Fig. 1: run 1, routed metal per tile
22 x 22 tiles, from black (low) to pale yellow (high), scaled to the fullest tile. Values are wire area over tile area, all layers added.
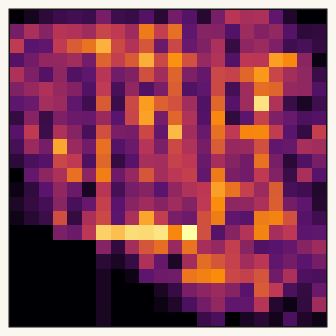
Fig. 2: run 1, selected gate families
The bar under the picture is 20 um long.
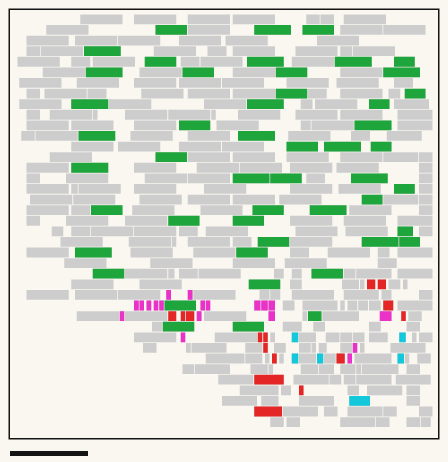
Fig. 3: run 1, a small window of the routed layout
The bar under the picture is 10 um long. Window x 42 to 67, y 20 to 45 um. Cells in gray, sequential cells in the stronger gray; small squares are vias.
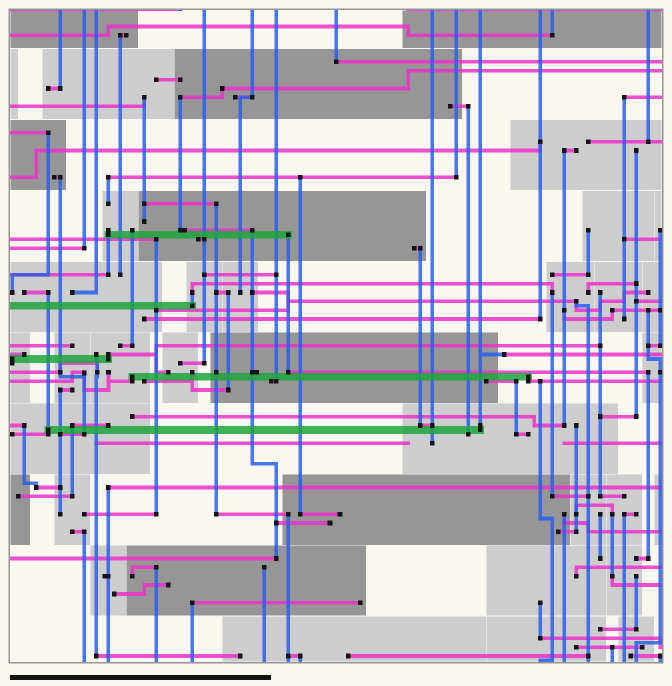
===== src/rtl/fifo_pkg.sv =====
// Shared defaults and helpers for the synchronous FIFO.
//   DEF_DATA_WIDTH : default data word width
//   DEF_ADDR_WIDTH : default storage address width (DEPTH = 2**ADDR_WIDTH)
//   ptr_width()    : pointer width, one wrap bit above the address bits
package fifo_pkg;

  localparam int unsigned DEF_DATA_WIDTH = 8;
  localparam int unsigned DEF_ADDR_WIDTH = 4;

  function automatic int unsigned ptr_width(input int unsigned addr_width);
    return addr_width + 1;
  endfunction

endpackage


===== src/rtl/fifo_ram.sv =====
// Dual-port storage array for the FIFO: one synchronous write port and one
// asynchronous read port. Contents are deliberately not reset.
//   clk     : write clock
//   we_i    : write enable
//   waddr_i : write address
//   wdata_i : write data
//   raddr_i : read address
//   rdata_o : read data (combinational from the array)
module fifo_ram #(
  parameter int unsigned DATA_WIDTH = 8,
  parameter int unsigned ADDR_WIDTH = 4
) (
  input  logic                  clk,
  input  logic                  we_i,
  input  logic [ADDR_WIDTH-1:0] waddr_i,
  input  logic [DATA_WIDTH-1:0] wdata_i,
  input  logic [ADDR_WIDTH-1:0] raddr_i,
  output logic [DATA_WIDTH-1:0] rdata_o
);

  localparam int unsigned DEPTH = 2 ** ADDR_WIDTH;

  logic [DATA_WIDTH-1:0] mem_q [DEPTH];

  // Write port
  always_ff @(posedge clk) begin
    if (we_i) begin
      mem_q[waddr_i] <= wdata_i;
    end
  end

  // Read port
  assign rdata_o = mem_q[raddr_i];

endmodule


===== src/rtl/param_sync_fifo.sv =====
// Parameterised single-clock FIFO with wrap-bit pointers, threshold flags,
// sticky overflow/underflow and selectable registered or FWFT read data.
//   clk, rst_n            : clock, asynchronous active-low reset
//   winc, wdata           : write request and data
//   rinc                  : read (pop) request
//   err_clr               : clears overflow/underflow
//   rdata                 : read data (registered)
//   wfull, rempty         : full / empty
//   walmost_full          : count >= AFULL_LEVEL
//   ralmost_empty         : count <= AEMPTY_LEVEL
//   count                 : occupancy 0..DEPTH
//   overflow, underflow   : sticky error flags
module param_sync_fifo
  import fifo_pkg::*;
#(
  parameter int unsigned DATA_WIDTH   = DEF_DATA_WIDTH,
  parameter int unsigned ADDR_WIDTH   = DEF_ADDR_WIDTH,
  parameter int unsigned FWFT         = 0,
  parameter int unsigned AFULL_LEVEL  = (2 ** ADDR_WIDTH) - 2,
  parameter int unsigned AEMPTY_LEVEL = 2
) (
  input  logic                  clk,
  input  logic                  rst_n,
  input  logic                  winc,
  input  logic [DATA_WIDTH-1:0] wdata,
  input  logic                  rinc,
  input  logic                  err_clr,
  output logic [DATA_WIDTH-1:0] rdata,
  output logic                  wfull,
  output logic                  rempty,
  output logic                  walmost_full,
  output logic                  ralmost_empty,
  output logic [ADDR_WIDTH:0]   count,
  output logic                  overflow,
  output logic                  underflow
);

  localparam int unsigned PW = ptr_width(ADDR_WIDTH);
  localparam logic [PW-1:0] AFULL_L  = PW'(AFULL_LEVEL);
  localparam logic [PW-1:0] AEMPTY_L = PW'(AEMPTY_LEVEL);

  logic [PW-1:0]         wptr_q, wptr_d, rptr_q, rptr_d;
  logic [PW-1:0]         count_q, count_d;
  logic                  wfull_q, wfull_d, rempty_q, rempty_d;
  logic                  afull_q, afull_d, aempty_q, aempty_d;
  logic                  ovf_q, ovf_d, udf_q, udf_d;
  logic [DATA_WIDTH-1:0] rdata_q, rdata_d;
  logic                  wr_acc, rd_acc;
  logic [ADDR_WIDTH-1:0] waddr, raddr;
  logic [DATA_WIDTH-1:0] ram_rdata;

  assign wr_acc = winc && !wfull_q;
  assign rd_acc = rinc && !rempty_q;
  assign waddr  = wptr_q[ADDR_WIDTH-1:0];
  // FWFT looks up the head that will be current after this edge.
  assign raddr  = (FWFT != 0) ? rptr_d[ADDR_WIDTH-1:0] : rptr_q[ADDR_WIDTH-1:0];

  fifo_ram #(
    .DATA_WIDTH (DATA_WIDTH),
    .ADDR_WIDTH (ADDR_WIDTH)
  ) u_ram (
    .clk     (clk),
    .we_i    (wr_acc),
    .waddr_i (waddr),
    .wdata_i (wdata),
    .raddr_i (raddr),
    .rdata_o (ram_rdata)
  );

  // Pointer, occupancy and flag next-state; flags are registered from the
  // next pointers so they track the pointers exactly.
  always_comb begin
    wptr_d = wptr_q;
    rptr_d = rptr_q;
    ovf_d  = ovf_q;
    udf_d  = udf_q;
    if (wr_acc) wptr_d = wptr_q + PW'(1);
    if (rd_acc) rptr_d = rptr_q + PW'(1);
    count_d  = wptr_d - rptr_d;
    rempty_d = (wptr_d == rptr_d);
    wfull_d  = (wptr_d[ADDR_WIDTH-1:0] == rptr_d[ADDR_WIDTH-1:0]) &&
               (wptr_d[ADDR_WIDTH] != rptr_d[ADDR_WIDTH]);
    afull_d  = (count_d >= AFULL_L);
    aempty_d = (count_d <= AEMPTY_L);
    // Set has priority over a simultaneous clear.
    if (err_clr) begin
      ovf_d = 1'b0;
      udf_d = 1'b0;
    end
    if (winc && wfull_q)  ovf_d = 1'b1;
    if (rinc && rempty_q) udf_d = 1'b1;
  end

  // Read data next-state
  always_comb begin
    rdata_d = rdata_q;
    if (FWFT != 0) begin
      // A word written this edge into the slot that becomes head is not yet
      // in the array, so forward it.
      rdata_d = (wr_acc && (waddr == raddr)) ? wdata : ram_rdata;
    end else if (rd_acc) begin
      rdata_d = ram_rdata;
    end
  end

  always_ff @(posedge clk or negedge rst_n) begin
    if (!rst_n) begin
      wptr_q   <= '0;
      rptr_q   <= '0;
      count_q  <= '0;
      wfull_q  <= 1'b0;
      rempty_q <= 1'b1;
      afull_q  <= 1'b0;
      aempty_q <= 1'b1;
      ovf_q    <= 1'b0;
      udf_q    <= 1'b0;
      rdata_q  <= '0;
    end else begin
      wptr_q   <= wptr_d;
      rptr_q   <= rptr_d;
      count_q  <= count_d;
      wfull_q  <= wfull_d;
      rempty_q <= rempty_d;
      afull_q  <= afull_d;
      aempty_q <= aempty_d;
      ovf_q    <= ovf_d;
      udf_q    <= udf_d;
      rdata_q  <= rdata_d;
    end
  end

  assign rdata         = rdata_q;
  assign wfull         = wfull_q;
  assign rempty        = rempty_q;
  assign walmost_full  = afull_q;
  assign ralmost_empty = aempty_q;
  assign count         = count_q;
  assign overflow      = ovf_q;
  assign underflow     = udf_q;

endmodule


===== config.mk =====
export PLATFORM = sky130hd
export DESIGN_NAME = param_sync_fifo
export DESIGN_NICKNAME = d
export VERILOG_FILES = /design/src/rtl/fifo_pkg.sv /design/src/rtl/fifo_ram.sv /design/src/rtl/param_sync_fifo.sv
export SDC_FILE = /design/constraint.sdc
export NUM_CORES = 1
export LEC_CHECK = 0
export CORE_UTILIZATION = 55
export CTS_BUF_LIST = sky130_fd_sc_hd__clkbuf_8
export CTS_CLUSTER_DIAMETER = 60
export DETAILED_ROUTE_END_ITERATION = 10
export HOLD_SLACK_MARGIN = 0.12
export PLACE_DENSITY = 0.74
export SLEW_MARGIN = 20
export SYNTH_ARGS = -nofsm -noshare
export SYNTH_HDL_FRONTEND = slang
export SYNTH_SLANG_ARGS = --single-unit

===== constraint.sdc =====
create_clock -name clk -period 4.7 [get_ports clk]
set_input_delay 1.41 -clock clk [delete_from_list [all_inputs] [get_ports clk]]
set_output_delay 1.41 -clock clk [all_outputs]
set_load 0.01 [all_outputs]

==> results.py, run 1 <==
# Auto-generated metrics
metrics = {
    "run_status": {
        "status": "finished, final reports clean",
    },
    "detailed_routing": {
        "wire_per_inst_um": 20.3,
        "avgViaCountPerCell": 5.63,
        "wl_met1_mm": 4.84,
        "vias": 2832,
        "ant_nets": 0,
    },
    "finish": {
        "clock_area_frac": 0.0465,
        "n_fill_cell": 780,
        "n_all_inverters": 14,
        "regMostFlops": "u_ram.mem_q",
        "nNetsFinal": 369,
        "layoutNonFillerInstCount": 503,
        "area_delta_synth_final_pct": 12.0,
        "comb_share": 0.230,
    },
    "logic_synthesis": {
        "ys_warn_count": 0,
        "avgSynthCellArea_um2": 21.1,
        "common_cells": "edfxtp_1 (128), dfrtp_1 (27), mux4_2 (22), mux4_1 (18), nor2_1 (14)",
        "synth_top_cell_by_area": "edfxtp_1",
        "ys_sh_adder": 0.0207,
        "edf_count": 128,
        "syn_inst": 303,
        "synthDistinctLibCells": 36,
        "most_common_cell": "edfxtp_1",
        "ff_type": "edfxtp_1",
        "ys_area_um2": 6400,
    },
    "floorplanning": {
        "pin_count": 32,
        "nWellTaps": 143,
        "chip_area_um2": 12100,
    },
    "flow_run": {
        "drv_cap": 0,
    },
    "worst_setup_path": {
        "rrSetupSlack_ns": 1.79,
        "cp.depth": 11,
        "worst_setup_path_start_kind": "input pin",
        "critPathTopFamily": "adder cells",
        "reg2regPathDepth": 10,
        "crit_type": "input pin to register",
    },
    "pwr": {
        "power.share.clock": 0.189,
        "power_w": 0.00446,
        "netSwitchingFraction": 0.325,
        "power_frac_seq": 0.433,
    },
    "global_route": {
        "global_route.usage.met2": 0.287,
    },
    "sta": {
        "whs_ns": 0.514,
        "hold_viol": 0,
        "drv_slew": 0,
        "max_slew_margin": 0.477,
        "setup_tns_ns": 0,
    },
    "worst_hold_path": {
        "whs_path_depth": 1,
        "hold_end": "rdata[6]",
    },
    "clocking": {
        "cts.repair.resized": 0,
    },
    "placement": {
        "place_ws_ns": 0.366,
    },
}
About Fig. 1:
emptiest ninth of the die: south-west
tiles over half the peak: 24%
nearly empty tiles: 12%
fullest tile: 0.39
mean over tiles: 0.13

About Fig. 2:
legend:
  NOR gates:
    color: magenta
    cells: 19
    most_used: nor2_1
  inverting AOI/OAI gates:
    color: cyan
    cells: 6
    most_used: o21ai_0
    where: south-east
  NAND gates:
    color: red
    cells: 15
    most_used: nand2_1
  multiplexers:
    color: green
    cells: 49
    most_used: mux4_2

About Fig. 3:
legend:
  met2:
    color: blue
  met3:
    color: green
  met1:
    color: magenta
cells with their middle in the window: 29
sequential cells in the window: 6
netlist names of flops here include: u_ram.mem_q (5), wptr_q (1)
most frequent: nor2_1 (5), edfxtp_1 (5)

Fig. 4: run 1, cell outlines without signal wires
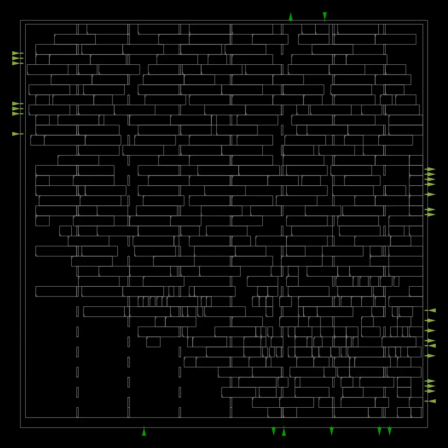

==> inputs of run 2 (changes only) <==
- clock period: 4.7 -> 3.95 ns (I/O delays scaled with it)
Fig. 5: run 2, cell outlines without signal wires
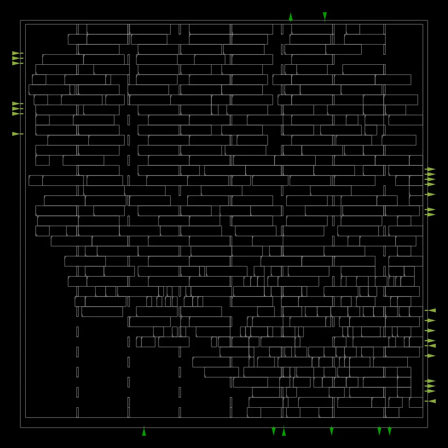
sequential cell area share: 0.628
Cell Rows: 39
Layout Cells excl Fill: 511
Util after Layout: 0.640

==> run 2 against run 1 <==
Clock skew increased by 0.0039 ns. Combinational power increased by 22%. Clock power increased by 38%. Core utilization increased by 1.0 points. First-iteration DRC count increased by 8.9%. Cell count increased by 1.6%. Total power increased by 24%. Final area increased by 1.6%. Worst setup slack got worse by 0.46 ns. Largest power group unchanged.
==> results.py, run 2 <==
# Auto-generated metrics
metrics = {
    "run_status": {
        "status": "finished, final reports clean",
    },
    "worst_hold_path": {
        "hold_end": "rdata[6]",
        "whs_path_depth": 1,
    },
    "worst_setup_path": {
        "reg2regPathDepth": 10,
        "worst_setup_path_start_kind": "input pin",
    },
    "floorplanning": {
        "nWellTaps": 143,
    },
    "sta": {
        "max_slew_margin": 0.444,
        "hold_viol": 0,
    },
    "finish": {
        "clock_area_frac": 0.0543,
        "n_fill_cell": 758,
        "n_all_inverters": 14,
        "area_delta_synth_final_pct": 13.8,
        "nNetsFinal": 376,
    },
    "logic_synthesis": {
        "common_cells": "edfxtp_1 (128), dfrtp_1 (27), mux4_2 (22), mux4_1 (18), nor2_1 (14)",
        "synth_top_cell_by_area": "edfxtp_1",
        "synthDistinctLibCells": 36,
        "edf_count": 128,
        "syn_inst": 303,
        "ys_sh_adder": 0.0207,
        "avgSynthCellArea_um2": 21.1,
        "ys_area_um2": 6400,
    },
    "pwr": {
        "power_frac_seq": 0.416,
    },
    "detailed_routing": {
        "avgViaCountPerCell": 5.66,
    },
    "flow_run": {
        "drv_cap": 0,
    },
    "placement": {
        "place_ws_ns": -0.0558,
    },
    "global_route": {
        "global_route.usage.met2": 0.285,
    },
}
No activity file was given, so power comes from the tool's default toggle rates.
